==> images/placement_by_type.png <==
(4 px per um) Fill, decap, tap and diode cells in gray.
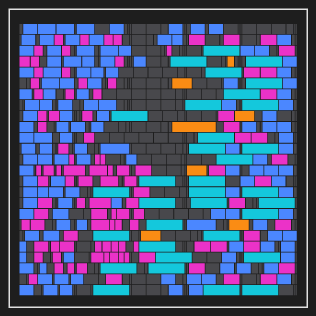
==> images/layer_met2.png <==
(4 px per um)
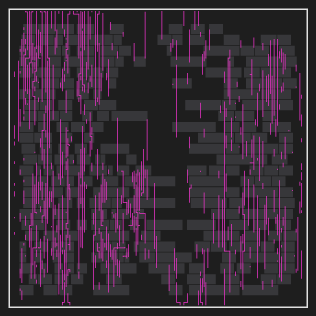
==> images/clk_routes.png <==
(8 px per um)
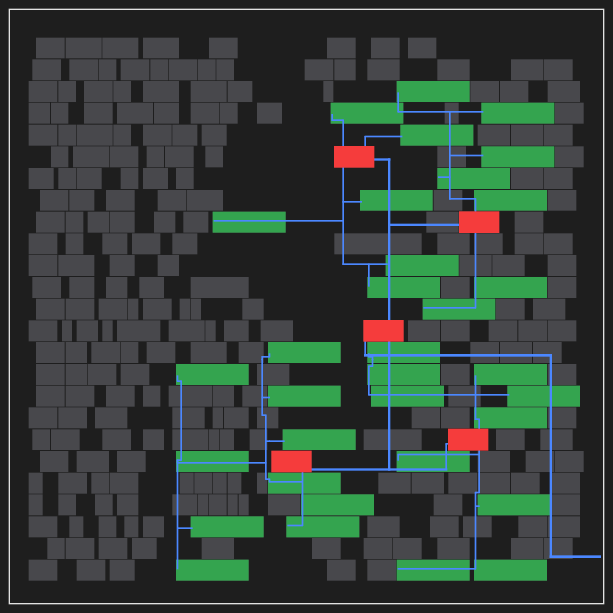
==> images/clocks.png <==
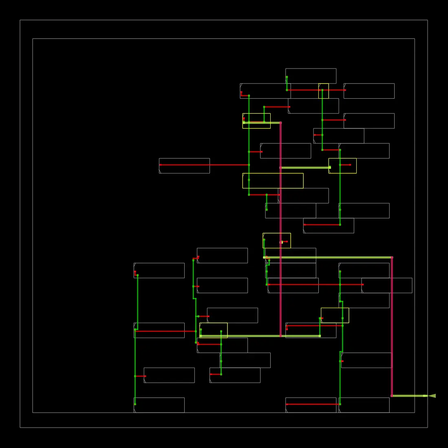
$ cat config.mk
export PLATFORM = sky130hd
export DESIGN_NAME = sram_64x24_1p_ctrl_flat
export DESIGN_NICKNAME = d
export VERILOG_FILES = /design/src/rtl/sram_64x24_1p_ctrl_if.sv /design/src/rtl/sram_64x24_1p_ctrl.sv /design/src/flat_wrapper.sv
export SDC_FILE = /design/constraint.sdc
export NUM_CORES = 1
export LEC_CHECK = 0
export CAP_MARGIN = 20
export CORE_MARGIN = 2
export CORE_UTILIZATION = 35
export CTS_CLUSTER_DIAMETER = 30
export CTS_CLUSTER_SIZE = 14
export DETAILED_ROUTE_END_ITERATION = 6
export PLACE_DENSITY = 0.82
export SLEW_MARGIN = 20
export SYNTH_ARGS = -nofsm -noshare
export SYNTH_HDL_FRONTEND = slang
export SYNTH_SLANG_ARGS = --single-unit
$ cat constraint.sdc
create_clock -name RW0_clk -period 2.3 [get_ports RW0_clk]
set_input_delay 0.345 -clock RW0_clk [delete_from_list [all_inputs] [get_ports RW0_clk]]
set_output_delay 0.345 -clock RW0_clk [all_outputs]
set_load 0.02 [all_outputs]
$ cat src/rtl/sram_64x24_1p_ctrl_if.sv
// Request/response bundle between a requester and the SRAM front-end controller.
interface sram_64x24_1p_ctrl_if #(
  parameter int ADDR_W = 6,
  parameter int WIDTH  = 24
);
  logic              w_valid;
  logic              w_ready;
  logic [ADDR_W-1:0] w_addr;
  logic [WIDTH-1:0]  w_data;
  logic              w_mask;
  logic              r_valid;
  logic              r_ready;
  logic [ADDR_W-1:0] r_addr;
  logic              resp_valid;
  logic [WIDTH-1:0]  resp_data;
  logic              init_done;

  modport master (
    output w_valid, w_addr, w_data, w_mask, r_valid, r_addr,
    input  w_ready, r_ready, resp_valid, resp_data, init_done
  );

  modport slave (
    input  w_valid, w_addr, w_data, w_mask, r_valid, r_addr,
    output w_ready, r_ready, resp_valid, resp_data, init_done
  );
endinterface

$ cat src/rtl/sram_64x24_1p_ctrl.sv
// Single-port SRAM front end: clears the array after reset, then arbitrates
// write (priority) and read channels onto the macro port and returns read
// data through a hold register.
//
// state | meaning
// RST   | reset value, macro idle for one cycle
// CLEAR | writing zero to every entry, clr_cnt is the address
// READY | serving requests, terminal until reset
module sram_64x24_1p_ctrl #(
  parameter int DEPTH  = 64,
  parameter int WIDTH  = 24,
  parameter int ADDR_W = 6
) (
  input  logic              RW0_clk,
  input  logic              rst,
  sram_64x24_1p_ctrl_if.slave bus,
  output logic              sram_en,
  output logic              sram_wmode,
  output logic [ADDR_W-1:0] sram_addr,
  output logic              sram_wmask,
  output logic [WIDTH-1:0]  sram_wdata,
  input  logic [WIDTH-1:0]  sram_rdata
);

  typedef enum logic [1:0] {RST, CLEAR, READY} state_t;

  state_t            state_q, state_d;
  logic [ADDR_W-1:0] clr_cnt_q;
  logic              rd_pend_q;
  logic [WIDTH-1:0]  hold_q;
  logic              w_fire, r_fire, clr_last;

  assign clr_last = (clr_cnt_q == ADDR_W'(DEPTH - 1));

  // State register.
  always_ff @(posedge RW0_clk or posedge rst) begin
    if (rst) state_q <= RST;
    else     state_q <= state_d;
  end

  // Clear counter, pending-read flag and read-data hold register.
  always_ff @(posedge RW0_clk or posedge rst) begin
    if (rst) begin
      clr_cnt_q <= '0;
      rd_pend_q <= 1'b0;
      hold_q    <= '0;
    end else begin
      if (state_q == CLEAR && !clr_last) clr_cnt_q <= clr_cnt_q + ADDR_W'(1);
      rd_pend_q <= r_fire;
      if (rd_pend_q) hold_q <= sram_rdata;
    end
  end

  // Next state, handshake and macro pin drive; writes win over reads.
  always_comb begin
    state_d        = state_q;
    w_fire         = 1'b0;
    r_fire         = 1'b0;
    bus.w_ready    = 1'b0;
    bus.r_ready    = 1'b0;
    bus.init_done  = 1'b0;
    sram_en        = 1'b0;
    sram_wmode     = 1'b0;
    sram_addr      = '0;
    sram_wmask     = 1'b0;
    sram_wdata     = '0;
    case (state_q)
      RST: state_d = CLEAR;
      CLEAR: begin
        sram_en    = 1'b1;
        sram_wmode = 1'b1;
        sram_wmask = 1'b1;
        sram_addr  = clr_cnt_q;
        if (clr_last) state_d = READY;
      end
      READY: begin
        bus.init_done = 1'b1;
        bus.w_ready   = 1'b1;
        bus.r_ready   = !bus.w_valid;
        w_fire        = bus.w_valid;
        r_fire        = bus.r_valid && !bus.w_valid;
        if (w_fire) begin
          sram_en    = 1'b1;
          sram_wmode = 1'b1;
          sram_addr  = bus.w_addr;
          sram_wmask = bus.w_mask;
          sram_wdata = bus.w_data;
        end else if (r_fire) begin
          sram_en   = 1'b1;
          sram_addr = bus.r_addr;
        end
      end
      default: state_d = RST;
    endcase
  end

  // Fresh macro data bypasses the hold register in the response cycle.
  always_comb begin
    bus.resp_valid = rd_pend_q;
    bus.resp_data  = rd_pend_q ? sram_rdata : hold_q;
  end

endmodule

$ cat src/flat_wrapper.sv
// flat-port wrapper written by rule: the top's interface ports become plain ports
module sram_64x24_1p_ctrl_flat 
#(
  parameter int DEPTH  = 64,
  parameter int WIDTH  = 24,
  parameter int ADDR_W = 6
)
  (RW0_clk, rst, sram_en, sram_wmode, sram_addr, sram_wmask, sram_wdata, sram_rdata, bus_w_valid, bus_w_addr, bus_w_data, bus_w_mask, bus_r_valid, bus_r_addr, bus_w_ready, bus_r_ready, bus_resp_valid, bus_resp_data, bus_init_done);
  sram_64x24_1p_ctrl_if #(.ADDR_W(ADDR_W), .WIDTH(WIDTH)) bus_i ();
  input  logic RW0_clk;
  input  logic rst;
  output logic sram_en;
  output logic sram_wmode;
  output logic [ADDR_W-1:0] sram_addr;
  output logic sram_wmask;
  output logic [WIDTH-1:0] sram_wdata;
  input  logic [WIDTH-1:0] sram_rdata;
  input wire logic [$bits(bus_i.w_valid)-1:0] bus_w_valid;
  input wire logic [$bits(bus_i.w_addr)-1:0] bus_w_addr;
  input wire logic [$bits(bus_i.w_data)-1:0] bus_w_data;
  input wire logic [$bits(bus_i.w_mask)-1:0] bus_w_mask;
  input wire logic [$bits(bus_i.r_valid)-1:0] bus_r_valid;
  input wire logic [$bits(bus_i.r_addr)-1:0] bus_r_addr;
  output wire logic [$bits(bus_i.w_ready)-1:0] bus_w_ready;
  output wire logic [$bits(bus_i.r_ready)-1:0] bus_r_ready;
  output wire logic [$bits(bus_i.resp_valid)-1:0] bus_resp_valid;
  output wire logic [$bits(bus_i.resp_data)-1:0] bus_resp_data;
  output wire logic [$bits(bus_i.init_done)-1:0] bus_init_done;
  assign bus_i.w_valid = bus_w_valid;
  assign bus_i.w_addr = bus_w_addr;
  assign bus_i.w_data = bus_w_data;
  assign bus_i.w_mask = bus_w_mask;
  assign bus_i.r_valid = bus_r_valid;
  assign bus_i.r_addr = bus_r_addr;
  assign bus_w_ready = bus_i.w_ready;
  assign bus_r_ready = bus_i.r_ready;
  assign bus_resp_valid = bus_i.resp_valid;
  assign bus_resp_data = bus_i.resp_data;
  assign bus_init_done = bus_i.init_done;
  sram_64x24_1p_ctrl #(.DEPTH(DEPTH), .WIDTH(WIDTH), .ADDR_W(ADDR_W)) u_core (.RW0_clk(RW0_clk), .rst(rst), .bus(bus_i), .sram_en(sram_en), .sram_wmode(sram_wmode), .sram_addr(sram_addr), .sram_wmask(sram_wmask), .sram_wdata(sram_wdata), .sram_rdata(sram_rdata));
endmodule
==> results.sh <==
# yosys + openroad results
export IMPL_outcome="finished clean"
export IMPL_logic_area_um2=816
export IMPL_p_total_mw=1.21
export IMPL_area_delta_synth_final_pct=84.3
export IMPL_grt_pass1_vias=1615
export IMPL_dp_hpwl_mm=3.92
export IMPL_die_area_um2=5490
export IMPL_finalHoldViolCount=0
export IMPL_regArea_um2=826
export IMPL_whs_ps=456
export IMPL_drive_gt1_share_pct=20.4
export IMPL_worst_pin_slew_ps=416
export IMPL_yosysCellCount=148
export IMPL_drtPass1Iterations=4
export IMPL_p_sw_uw=220
export IMPL_syn_nets=218
export IMPL_ys_types=31
export IMPL_diodes=0
export IMPL_cts_root_buf="clkbuf_8"
export IMPL_final_cells=342
export IMPL_timing_final_crit_share_pct=94.9
export IMPL_ys_warnings_count=0
export IMPL_critical_path_required_ps=1960
export IMPL_hold_buffers=0
export IMPL_hold_class="in2async"
export IMPL_cts_sinks=33
export IMPL_pwr_share_comb_pct=10.4
export IMPL_arrival_ps=1840
export IMPL_p_sw_share_pct=18.2
export IMPL_yosys_area_share_simple_pct=16.5
export IMPL_rsz0062_at_grt="no"
export IMPL_fin_ws_ps=118
export IMPL_syn_inst=148
export IMPL_wl_per_cell_um=14.8
export IMPL_end_kind="output pin"
export IMPL_ys_seq_share_pct=48.0
export IMPL_compound_area_share_pct=8.65
export IMPL_portBuffers=125
export IMPL_yosysChipArea_um2=1720
export IMPL_warnings=29
export IMPL_antenna_found_initial=0
export IMPL_start_kind="flop"
export IMPL_place_area_um2=3070
export IMPL_max_cap_viol_count=0
export IMPL_area_leaders="dfrtp_1 (48%), mux2_2 (17%), and3_1 (6.9%), ha_1 (3.6%), a222oi_1 (3.5%)"
export IMPL_ys_sh_xor_pct=0.509
export IMPL_cts_setup_buffers=0
export IMPL_htree_levels=2
export IMPL_synth_top_area_share_pct=48.0
export IMPL_power_density_nw_per_um2=382
export IMPL_n_fill_cell=359
export IMPL_internal_power_uw=992
export IMPL_die_h_um=74.1
export IMPL_worstSetupPathType="reg2out"
export IMPL_finalMaxSlewViolations=0
export IMPL_clkSlewWorstSetupHoldPaths_ps=60
export IMPL_cts_resized=33
export IMPL_cts_tree="built"
export IMPL_grt_pass1_wl_mm=7.67
export IMPL_avgSynthCellArea_um2=11.6
export IMPL_ir_worst_vdd_uv=206
export IMPL_finalSetupViolations=0
export IMPL_place_gp_congestion=0.712
export IMPL_ys_flops=33
export IMPL_grt_total_usage_pct=18.3
export IMPL_p_leak_nw=1.69
export IMPL_die_w_um=74.1
export IMPL_gr_total_overflow=0
export IMPL_dp_slack_ps=-122
export IMPL_initCoreUtil_pct=36.4
export IMPL_drtIter0Drc=45
export IMPL_path_max_fanout=7
export IMPL_max_clock_freq_ghz=0.458
export IMPL_nets=345
export IMPL_ys_sh_adder_pct=3.64
export IMPL_grt_max_degree=34
export IMPL_logic_family="multiplexers"
export IMPL_synthMuxAreaShare_pct=17.7
export IMPL_num_io_pins=126
export IMPL_vias_per_cell=4.88
export IMPL_top_area_cell="dfrtp_1"
export IMPL_setup_tns_final_ps=0
export IMPL_synthesis_area_um2=1720
export IMPL_ant_nets=0
export IMPL_placed_cells=335
export IMPL_slew_limit_headroom_pct=72.2
export IMPL_power_share_sequential_pct=47.9
export IMPL_route_detailed_drc=0
export IMPL_fin_crit_ps=2180
export IMPL_clk_path_buf_depth=2
Back to the opening pictures, placement_by_type.png:
cyan -> sequential cells  # cells 33
blue -> remaining buffers and delay cells  # cells 133
magenta -> combinational and other logic  # cells 102
orange -> clock drivers and dummy loads  # cells 7
core area: 4720 um^2
Core Util, Final: 67.1%
post-route cell area: 3170 um^2
Rows: 25

Back to the opening pictures, layer_met2.png:
nets with wire on the layer = 300
longest straight run = 40.6 um
main direction = vertical
wire length on this layer = 2,210 um
GR Util met2: 28.5%
total wire length: 5.05 mm
Via Count: 1,670

Back to the opening pictures, clk_routes.png:
blue -> clock wires  # length 395 um
green -> flip-flops  # count 33
red -> clock drivers  # count 5
routed clock nets = 6
Clk power: 505 uW
worst skew pair latency: 280 ps
Clk pwr share: 41.7%
clock skew: 5.63 ps

Back to the opening pictures, clocks.png:
CTS Buf Count: 5
Seq cells: 33

## power groups by stage
stage	clock (mW)	sequential, mW	combinational, mW
2_1_floorplan	0	0.591	0.0135
3_3_place_gp	0	0.591	0.125
3_5_place_dp	0	0.591	0.127
4_1_cts	0.524	0.580	0.128
5_1_grt	0.550	0.580	0.137
6_report	0.505	0.581	0.126
## placed cells by master (no fill, tap or decap), types with 3 or more instances in the layout
cell              n
dlymetal6s2s_1   10
nand2_1           3
mux2_2           26
and3_2            5
nor2_1            6
clkbuf_2          3
nor2b_1           7
dfrtp_1          33
clkdlybuf4s50_1  91
and3_1           19
buf_4             6
dlygate4sd2_1    18
ha_1              3
clkbuf_8          5
a222oi_1          6
inv_1             4
## flip-flops by register name, indices dropped and copies added, names as in the netlist
signal	flops
u_core.hold_q	24
u_core.clr_cnt_q	6
u_core.state_q	2
u_core.bus.resp_valid	1
## routing by layer
metal | vias to the layer above | GRT usage (%) | share of wire (%)
li1 | 789 | - | -
met1 | 770 | 22.2 | 41
met2 | 105 | 28.5 | 44
met3 | 6 | 9.21 | 14
met4 | 0 | 6.06 | 1.2
met5 | - | 0 | 0
## critical path, stage by stage, from the launching register on
cell and delay [ps]:
dfrtp_1 410, ha_2 220, and3b_2 250, a222oi_1 320, nor2b_1 90, clkdlybuf4s15_2 260
## synth_stat cells
| library cell | n |
|---|---|
| nand3b_1 | 1 |
| and2_1 | 1 |
| o21ai_2 | 1 |
| nor2b_1 | 7 |
| mux2_1 | 1 |
| dfrtp_1 | 33 |
| nand3_1 | 2 |
| nand2b_1 | 1 |
| nand4_1 | 1 |
| ha_1 | 5 |
| nand2_1 | 3 |
| xnor2_1 | 1 |
| and3_2 | 5 |
| nor3_1 | 1 |
| a31o_1 | 2 |
| and3_1 | 19 |
| buf_6 | 1 |
| and3b_1 | 1 |
| inv_1 | 4 |
| o221a_1 | 2 |
| clkbuf_1 | 5 |
| buf_4 | 1 |
| buf_2 | 5 |
| a21oi_1 | 2 |
| mux2_2 | 26 |
| o21a_1 | 2 |
| nor2_1 | 6 |
| a41oi_1 | 1 |
| dlygate4sd1_1 | 1 |
| a31oi_1 | 1 |
| a222oi_1 | 6 |
## path summary, 6_finish.rpt
path | from | slack, ps | end | cells past startpoint
worst max-delay path | u_core.state_q[1]$_DFFE_PP0P_ | 120 | sram_addr[0] | 5
min in group RW0_clk | u_core.hold_q[2]$_DFF_PP0_ | 490 | u_core.hold_q[2]$_DFF_PP0_ | 1
worst max register to register | u_core.state_q[1]$_DFFE_PP0P_ | 590 | u_core.clr_cnt_q[5]$_DFFE_PP0P_ | 6
worst min register to register | u_core.hold_q[2]$_DFF_PP0_ | 490 | u_core.hold_q[2]$_DFF_PP0_ | 1
worst min-delay path | rst | 460 | u_core.hold_q[5]$_DFF_PP0_ | 3
max in group asynchronous | rst | 1550 | u_core.hold_q[7]$_DFF_PP0_ | 3
## layout make-up
type                            instances  area share [%]
Inverter                                4           0.474
Clock buffer                            5            2.17
Clock inverter                          2            1.10
Sequential cell                        33            26.0
Tap cell                               67            2.64
Multi-Input combinational cell         98            25.7
Timing Repair Buffer                  133            41.8
No activity file was given, so power comes from the tool's default toggle rates.
